### config.mk
export PLATFORM = sky130hd
export DESIGN_NAME = mem_access_ctrl_flat
export DESIGN_NICKNAME = d
export VERILOG_FILES = /design/src/rtl/mem_access_if.sv /design/src/rtl/mem_access_ctrl.sv /design/src/flat_wrapper.sv
export SDC_FILE = /design/constraint.sdc
export NUM_CORES = 1
export LEC_CHECK = 0
export ABC_AREA = 1
export CAP_MARGIN = 5
export CELL_PAD_IN_SITES_DETAIL_PLACEMENT = 0
export CELL_PAD_IN_SITES_GLOBAL_PLACEMENT = 1
export CORE_ASPECT_RATIO = 0.9
export CORE_MARGIN = 1.5
export CORE_UTILIZATION = 32
export CTS_CLUSTER_DIAMETER = 100
export DETAILED_ROUTE_END_ITERATION = 10
export PLACE_DENSITY_LB_ADDON = 0.1
export SLEW_MARGIN = 5
export SYNTH_ARGS = -nofsm -noshare
export SYNTH_HDL_FRONTEND = slang
export SYNTH_SLANG_ARGS = --single-unit
### constraint.sdc
create_clock -name clk -period 1.86 [get_ports clk]
set_clock_uncertainty 0.1 [all_clocks]
set_input_delay 0.465 -clock clk [delete_from_list [all_inputs] [get_ports clk]]
set_output_delay 0.465 -clock clk [all_outputs]
set_load 0.005 [all_outputs]
### src/rtl/mem_access_if.sv
// Bundle between the two requesters, the 8-word array/decoder and the
// access controller. The controller sits on the slave modport.
interface mem_access_if #(
  parameter int DATA_W = 8
);
  logic              a_req;
  logic              a_we;
  logic [0:2]        a_addr;
  logic [DATA_W-1:0] a_wdata;
  logic              a_ack;
  logic [DATA_W-1:0] a_rdata;

  logic              b_req;
  logic              b_we;
  logic [0:2]        b_addr;
  logic [DATA_W-1:0] b_wdata;
  logic              b_ack;
  logic [DATA_W-1:0] b_rdata;

  logic              dec_select;
  logic [0:2]        dec_address;
  logic              mem_we;
  logic [DATA_W-1:0] mem_wdata;
  logic [DATA_W-1:0] mem_rdata;
  logic              busy;

  modport slave (
    input  a_req, a_we, a_addr, a_wdata,
    input  b_req, b_we, b_addr, b_wdata,
    input  mem_rdata,
    output a_ack, a_rdata, b_ack, b_rdata,
    output dec_select, dec_address, mem_we, mem_wdata, busy
  );

  modport master (
    output a_req, a_we, a_addr, a_wdata,
    output b_req, b_we, b_addr, b_wdata,
    output mem_rdata,
    input  a_ack, a_rdata, b_ack, b_rdata,
    input  dec_select, dec_address, mem_we, mem_wdata, busy
  );
endinterface

### src/rtl/mem_access_ctrl.sv
// Round-robin two-port sequencer for the 8-word array: IDLE -> SETUP -> ACCESS
// -> RELEASE, with every output driven from a register.
module mem_access_ctrl #(
  parameter int DATA_W        = 8,
  parameter int SETUP_CYCLES  = 1,
  parameter int ACCESS_CYCLES = 2
) (
  input  logic       clk,
  input  logic       rst_n,
  mem_access_if.slave bus
);

  localparam int MAX_CYC = (SETUP_CYCLES > ACCESS_CYCLES) ? SETUP_CYCLES : ACCESS_CYCLES;
  localparam int CNT_W   = $clog2(MAX_CYC + 1);
  localparam logic [CNT_W-1:0] SETUP_LOAD  = CNT_W'(SETUP_CYCLES - 1);
  localparam logic [CNT_W-1:0] ACCESS_LOAD = CNT_W'(ACCESS_CYCLES - 1);

  typedef enum logic [1:0] {IDLE, SETUP, ACCESS, RELEASE} state_t;

  state_t            state;
  logic [CNT_W-1:0]  phase_cnt;
  logic              last_grant_b;
  logic              grant_b;
  logic              we_lat;
  logic [0:2]        addr_lat;
  logic [DATA_W-1:0] wdata_lat;
  logic              select_r;
  logic              mem_we_r;
  logic              a_ack_r;
  logic              b_ack_r;
  logic [DATA_W-1:0] a_rdata_r;
  logic [DATA_W-1:0] b_rdata_r;
  logic              busy_r;

  logic any_req;
  logic pick_b;

  // On a tie the port that was not served last wins.
  always_comb begin
    any_req = bus.a_req | bus.b_req;
    pick_b  = bus.b_req & (~bus.a_req | ~last_grant_b);
  end

  always_ff @(posedge clk or negedge rst_n) begin
    if (!rst_n) begin
      state        <= IDLE;
      phase_cnt    <= '0;
      last_grant_b <= 1'b1;
      grant_b      <= 1'b0;
      we_lat       <= 1'b0;
      addr_lat     <= '0;
      wdata_lat    <= '0;
      select_r     <= 1'b0;
      mem_we_r     <= 1'b0;
      a_ack_r      <= 1'b0;
      b_ack_r      <= 1'b0;
      a_rdata_r    <= '0;
      b_rdata_r    <= '0;
      busy_r       <= 1'b0;
    end else begin
      a_ack_r <= 1'b0;
      b_ack_r <= 1'b0;
      case (state)
        IDLE: begin
          if (any_req) begin
            grant_b      <= pick_b;
            last_grant_b <= pick_b;
            we_lat       <= pick_b ? bus.b_we    : bus.a_we;
            addr_lat     <= pick_b ? bus.b_addr  : bus.a_addr;
            wdata_lat    <= pick_b ? bus.b_wdata : bus.a_wdata;
            state        <= SETUP;
            phase_cnt    <= SETUP_LOAD;
            busy_r       <= 1'b1;
          end
        end
        SETUP: begin
          if (phase_cnt == '0) begin
            state     <= ACCESS;
            phase_cnt <= ACCESS_LOAD;
            select_r  <= 1'b1;
            mem_we_r  <= we_lat;
          end else begin
            phase_cnt <= phase_cnt - CNT_W'(1);
          end
        end
        ACCESS: begin
          if (phase_cnt == '0) begin
            state     <= RELEASE;
            phase_cnt <= '0;
            select_r  <= 1'b0;
            mem_we_r  <= 1'b0;
            // Array data is still valid on this edge because select is still high.
            if (!we_lat) begin
              if (grant_b) b_rdata_r <= bus.mem_rdata;
              else         a_rdata_r <= bus.mem_rdata;
            end
            if (grant_b) b_ack_r <= 1'b1;
            else         a_ack_r <= 1'b1;
          end else begin
            phase_cnt <= phase_cnt - CNT_W'(1);
          end
        end
        RELEASE: begin
          state     <= IDLE;
          phase_cnt <= '0;
          busy_r    <= 1'b0;
        end
        default: begin
          state     <= IDLE;
          phase_cnt <= '0;
          busy_r    <= 1'b0;
          select_r  <= 1'b0;
          mem_we_r  <= 1'b0;
        end
      endcase
    end
  end

  assign bus.dec_select  = select_r;
  assign bus.dec_address = addr_lat;
  assign bus.mem_we      = mem_we_r;
  assign bus.mem_wdata   = wdata_lat;
  assign bus.a_ack       = a_ack_r;
  assign bus.b_ack       = b_ack_r;
  assign bus.a_rdata     = a_rdata_r;
  assign bus.b_rdata     = b_rdata_r;
  assign bus.busy        = busy_r;

endmodule
### src/flat_wrapper.sv
// flat-port wrapper written by rule: the top's interface ports become plain ports
module mem_access_ctrl_flat 
#(
  parameter int DATA_W        = 8,
  parameter int SETUP_CYCLES  = 1,
  parameter int ACCESS_CYCLES = 2
)
  (clk, rst_n, bus_a_req, bus_a_we, bus_a_addr, bus_a_wdata, bus_b_req, bus_b_we, bus_b_addr, bus_b_wdata, bus_mem_rdata, bus_a_ack, bus_a_rdata, bus_b_ack, bus_b_rdata, bus_dec_select, bus_dec_address, bus_mem_we, bus_mem_wdata, bus_busy);
  mem_access_if #(.DATA_W(DATA_W)) bus_i ();
  input  logic clk;
  input  logic rst_n;
  input wire logic [$bits(bus_i.a_req)-1:0] bus_a_req;
  input wire logic [$bits(bus_i.a_we)-1:0] bus_a_we;
  input wire logic [$bits(bus_i.a_addr)-1:0] bus_a_addr;
  input wire logic [$bits(bus_i.a_wdata)-1:0] bus_a_wdata;
  input wire logic [$bits(bus_i.b_req)-1:0] bus_b_req;
  input wire logic [$bits(bus_i.b_we)-1:0] bus_b_we;
  input wire logic [$bits(bus_i.b_addr)-1:0] bus_b_addr;
  input wire logic [$bits(bus_i.b_wdata)-1:0] bus_b_wdata;
  input wire logic [$bits(bus_i.mem_rdata)-1:0] bus_mem_rdata;
  output wire logic [$bits(bus_i.a_ack)-1:0] bus_a_ack;
  output wire logic [$bits(bus_i.a_rdata)-1:0] bus_a_rdata;
  output wire logic [$bits(bus_i.b_ack)-1:0] bus_b_ack;
  output wire logic [$bits(bus_i.b_rdata)-1:0] bus_b_rdata;
  output wire logic [$bits(bus_i.dec_select)-1:0] bus_dec_select;
  output wire logic [$bits(bus_i.dec_address)-1:0] bus_dec_address;
  output wire logic [$bits(bus_i.mem_we)-1:0] bus_mem_we;
  output wire logic [$bits(bus_i.mem_wdata)-1:0] bus_mem_wdata;
  output wire logic [$bits(bus_i.busy)-1:0] bus_busy;
  assign bus_i.a_req = bus_a_req;
  assign bus_i.a_we = bus_a_we;
  assign bus_i.a_addr = bus_a_addr;
  assign bus_i.a_wdata = bus_a_wdata;
  assign bus_i.b_req = bus_b_req;
  assign bus_i.b_we = bus_b_we;
  assign bus_i.b_addr = bus_b_addr;
  assign bus_i.b_wdata = bus_b_wdata;
  assign bus_i.mem_rdata = bus_mem_rdata;
  assign bus_a_ack = bus_i.a_ack;
  assign bus_a_rdata = bus_i.a_rdata;
  assign bus_b_ack = bus_i.b_ack;
  assign bus_b_rdata = bus_i.b_rdata;
  assign bus_dec_select = bus_i.dec_select;
  assign bus_dec_address = bus_i.dec_address;
  assign bus_mem_we = bus_i.mem_we;
  assign bus_mem_wdata = bus_i.mem_wdata;
  assign bus_busy = bus_i.busy;
  mem_access_ctrl #(.DATA_W(DATA_W), .SETUP_CYCLES(SETUP_CYCLES), .ACCESS_CYCLES(ACCESS_CYCLES)) u_core (.clk(clk), .rst_n(rst_n), .bus(bus_i));
endmodule
Fig. 1: metal 3
Drawn at 3 px/um.
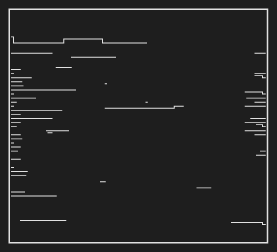
wire length on this layer: 350 um
longest straight run: 23.0 um
nets with wire on the layer: 49
share of all routed wire: 7.6%
Post-Route WL: 4610 um
Via Count: 1713

Fig. 2: gate families picked out
Drawn at 6 px/um.
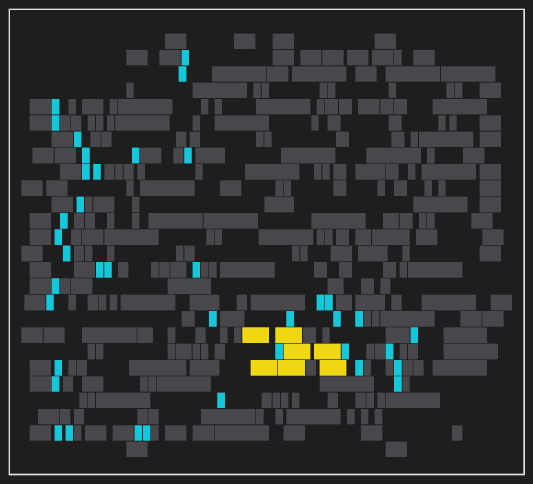
| colour | family | cells |
|---|---|---|
| cyan | inverters | 39 |
| yellow | adder and majority cells | 7 |

Fig. 3: track usage over the die
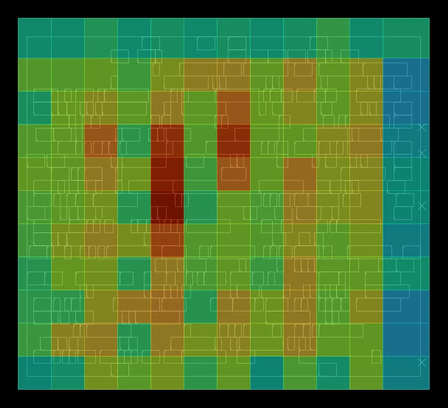
gr busiest metal: met2
met2 Track Usage GR: 23.8%

Fig. 4: M2 wires
Drawn at 3 px/um. Cells faint in the background.
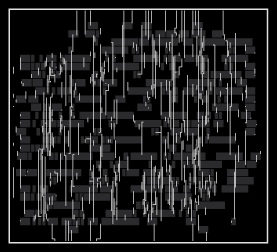
wire length on this layer: 1910 um
share of all routed wire: 41%
longest straight run: 32.3 um

Fig. 5: cell sizes after repair
Drawn at 6 px/um.
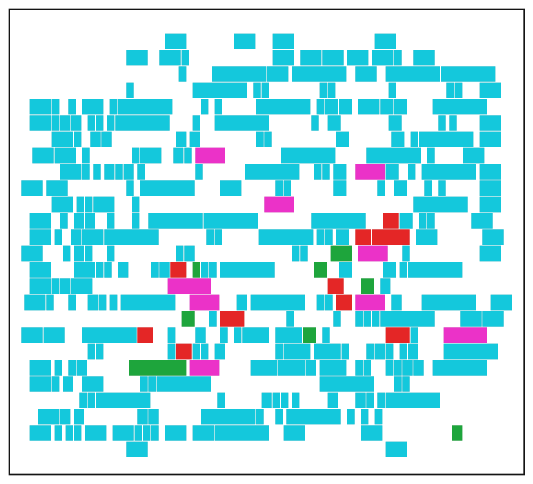
| colour | size | cells |
|---|---|---|
| green | drive 2 | 8 |
| cyan | drive 1 or less | 295 |
| red | drive 3 to 4 | 10 |
| magenta | drive 6 and up | 9 |
Buffers, non-clock: 76
Final WS setup: 0.126 ns
Area Overhead vs Synth: 45.8%
final instance area: 2860 um^2

-- how the worst min path moves through the flow --
stage	end	start	cells past startpoint
after global placement	u_core.bus.dec_select$_DFFE_PN0P_	rst_n	1
after CTS	u_core.bus.dec_select$_DFFE_PN0P_	rst_n	1
after detailed placement	u_core.bus.dec_select$_DFFE_PN0P_	rst_n	1
after global routing	u_core.bus.dec_select$_DFFE_PN0P_	rst_n	1
after floorplan	u_core.bus.a_ack$_DFF_PN0_	rst_n	0
final	u_core.bus.dec_select$_DFFE_PN0P_	rst_n	1
-- through the flow --
step	power [uW]	utilization [%]	std cells	setup slack (ns)	instance area, um^2
finish	4220	49.4	392	0.126	2860
floorplan	2540	-	246	0.345	1960
global placement	3630	47.7	384	0.0885	2760
detailed placement	3640	47.7	384	0.0542	2760
global route	4640	49.4	392	0.0735	2860
CTS	4300	49.4	392	0.105	2860
-- logic make-up (layout without fill, tap and decap cells) --
group                      count (synthesis)  in the layout
DFF                                       39             39
buffers and inverters                     47            123
and+or+nand+nor                          148            148
AOI/OAI and AO/OA                          5              5
adders and majority gates                  7              7
-- cells in the final DEF (no fill, tap or decap), drive strengths merged --
master	n
a21oi	1
buf	10
inv	39
nand4	16
dfstp	1
clkbuf	8
ha	7
nand2	90
clkdlybuf4s50	66
nor2	7
dfrtp	38
or2	1
nand3	32
nor3	2
o21ai	4
-- routing by layer --
metal | global-route usage (%) | vias to the layer above | wire (um)
li1 | - | 922 | -
met1 | 21.5 | 727 | 2300
met2 | 23.8 | 59 | 1910
met3 | 4.63 | 5 | 350
met4 | 4.84 | 0 | 52
met5 | 0 | - | 0
-- flip-flops by register name, summed over array words and instances (netlist names), 2 cells and up --
register and cells:
u_core.bus.b_rdata 8, u_core.bus.dec_address 3, u_core.bus.mem_wdata 8, u_core.bus.a_rdata 8, u_core.state 2, u_core.phase_cnt 2
-- synthesized netlist by cell type (all sizes together) --
cell / n / area (um^2)
nand4: 16 / 100
inv: 39 / 146
clkbuf: 2 / 7.51
buf: 6 / 38.8
dfrtp: 38 / 951
o21ai: 4 / 20.0
dfstp: 1 / 26.3
nand3: 32 / 178
nor2: 7 / 48.8
or2: 1 / 6.26
nor3: 2 / 10.0
a21oi: 1 / 5.00
nand2: 90 / 338
ha: 7 / 87.6
-- layout make-up --
class	instances	area, um^2
Inverter	39	146
Sequential cell	39	977
Multi-Input combinational cell	160	793
Fill cell	591	2930
Tap cell	70	87.6
Timing Repair Buffer	76	758
Clock buffer	8	100
-- where the power goes --
| part | internal (uW) | total [uW] | switching, uW |
|---|---|---|---|
| Combinational | 1100 | 2080 | 974 |
| Clock | 339 | 625 | 286 |
| Sequential | 1270 | 1520 | 251 |
| Total | 2710 | 4220 | 1510 |
==> flow_summary.json <==
{
  "ys_cells": 246,
  "clock-root-buffer": "clkbuf_8",
  "drive_above_1_share_pct": 8.39,
  "pin_count": 68,
  "cts_sinks": 39,
  "yosys_area_um2": 1960,
  "clkTransAtPathRegs_ns": 0.07,
  "numPortBuffers": 67,
  "path_depth": 1,
  "cpLargestDelayFamily": "buffers and inverters",
  "drtAntennaViolNets": 0,
  "topCombFamilyByArea": "simple AND/OR/NAND/NOR gates",
  "arrival_ns": 1.17,
  "worstSkewPairLatency_ns": 0.28,
  "warning_count": 32,
  "dp_hpwl_um": 3480,
  "ys_ff": 39,
  "totalNegativeSetupSlack_ns": 0,
  "nets": 364,
  "h-tree-depth": 2,
  "cts_resized": 0,
  "dr.first_iter.drc_count": 83,
  "cts_tree": "done",
  "antenna_found_initial": 0,
  "grt_pass1_vias": 1680,
  "grt_pass1_wl_um": 8230,
  "cp_max_fo": 2,
  "power_density_nw_per_um2": 1470,
  "grt_max_degree": 23,
  "worstSetupPathType": "reg -> out",
  "cts_buffer_depth": 2,
  "synth.distinct_cells": 21,
  "place.gp.congestion": 0.782,
  "critPathSlowestCell": "clkdlybuf4s50_1",
  "ys_sh_adder_pct": 4.46,
  "xor_area_share_pct": 0,
  "cp_slowest_stage_delay_ns": 0.52,
  "cts_setup_buffers": 0,
  "simple_gate_share_pct": 34.7,
  "antennaDiodeCount": 0,
  "endpoint": "bus_mem_wdata[7]",
  "finalSetupViolCount": 0,
  "aoi_share_pct": 1.27,
  "die_h_um": 77.3,
  "relSlewSlack_pct": 70.2,
  "slew_viol_final": 0,
  "wl_per_cell_um": 11.8,
  "hold_slack_ns": 0.0139,
  "fin_crit_ns": 1.73,
  "path_buffers": 1,
  "yosys_warnings": 0,
  "fp.dieW_um": 85.6,
  "vdd_drop_max_uv": 465,
  "violations": "DRC",
  "coreArea_um2": 5790,
  "row_count": 26,
  "synthCells": 246,
  "grt_util_all_layers_pct": 15.7,
  "status": "finished with violations",
  "r2r-end": "u_core.bus.mem_wdata[1]$_DFFE_PN0P_",
  "hold_path.class": "in -> async",
  "reg2regPathDepth": 7,
  "remaining_drc_errors": 4,
  "crit_required_ns": 1.29,
  "hold_violations": 0,
  "fp_util_pct": 33.9,
  "cts_buffers": 5,
  "rsz0062_at_grt": "no",
  "worst_slew_pin_slew_ns": 0.447,
  "grt_overflow": 0,
  "syn_avg_cell_area_um2": 7.98,
  "p_leak_uw": 0.00148,
  "syn_area_um2": 1960
}
No activity file was given, so power comes from the tool's default toggle rates.
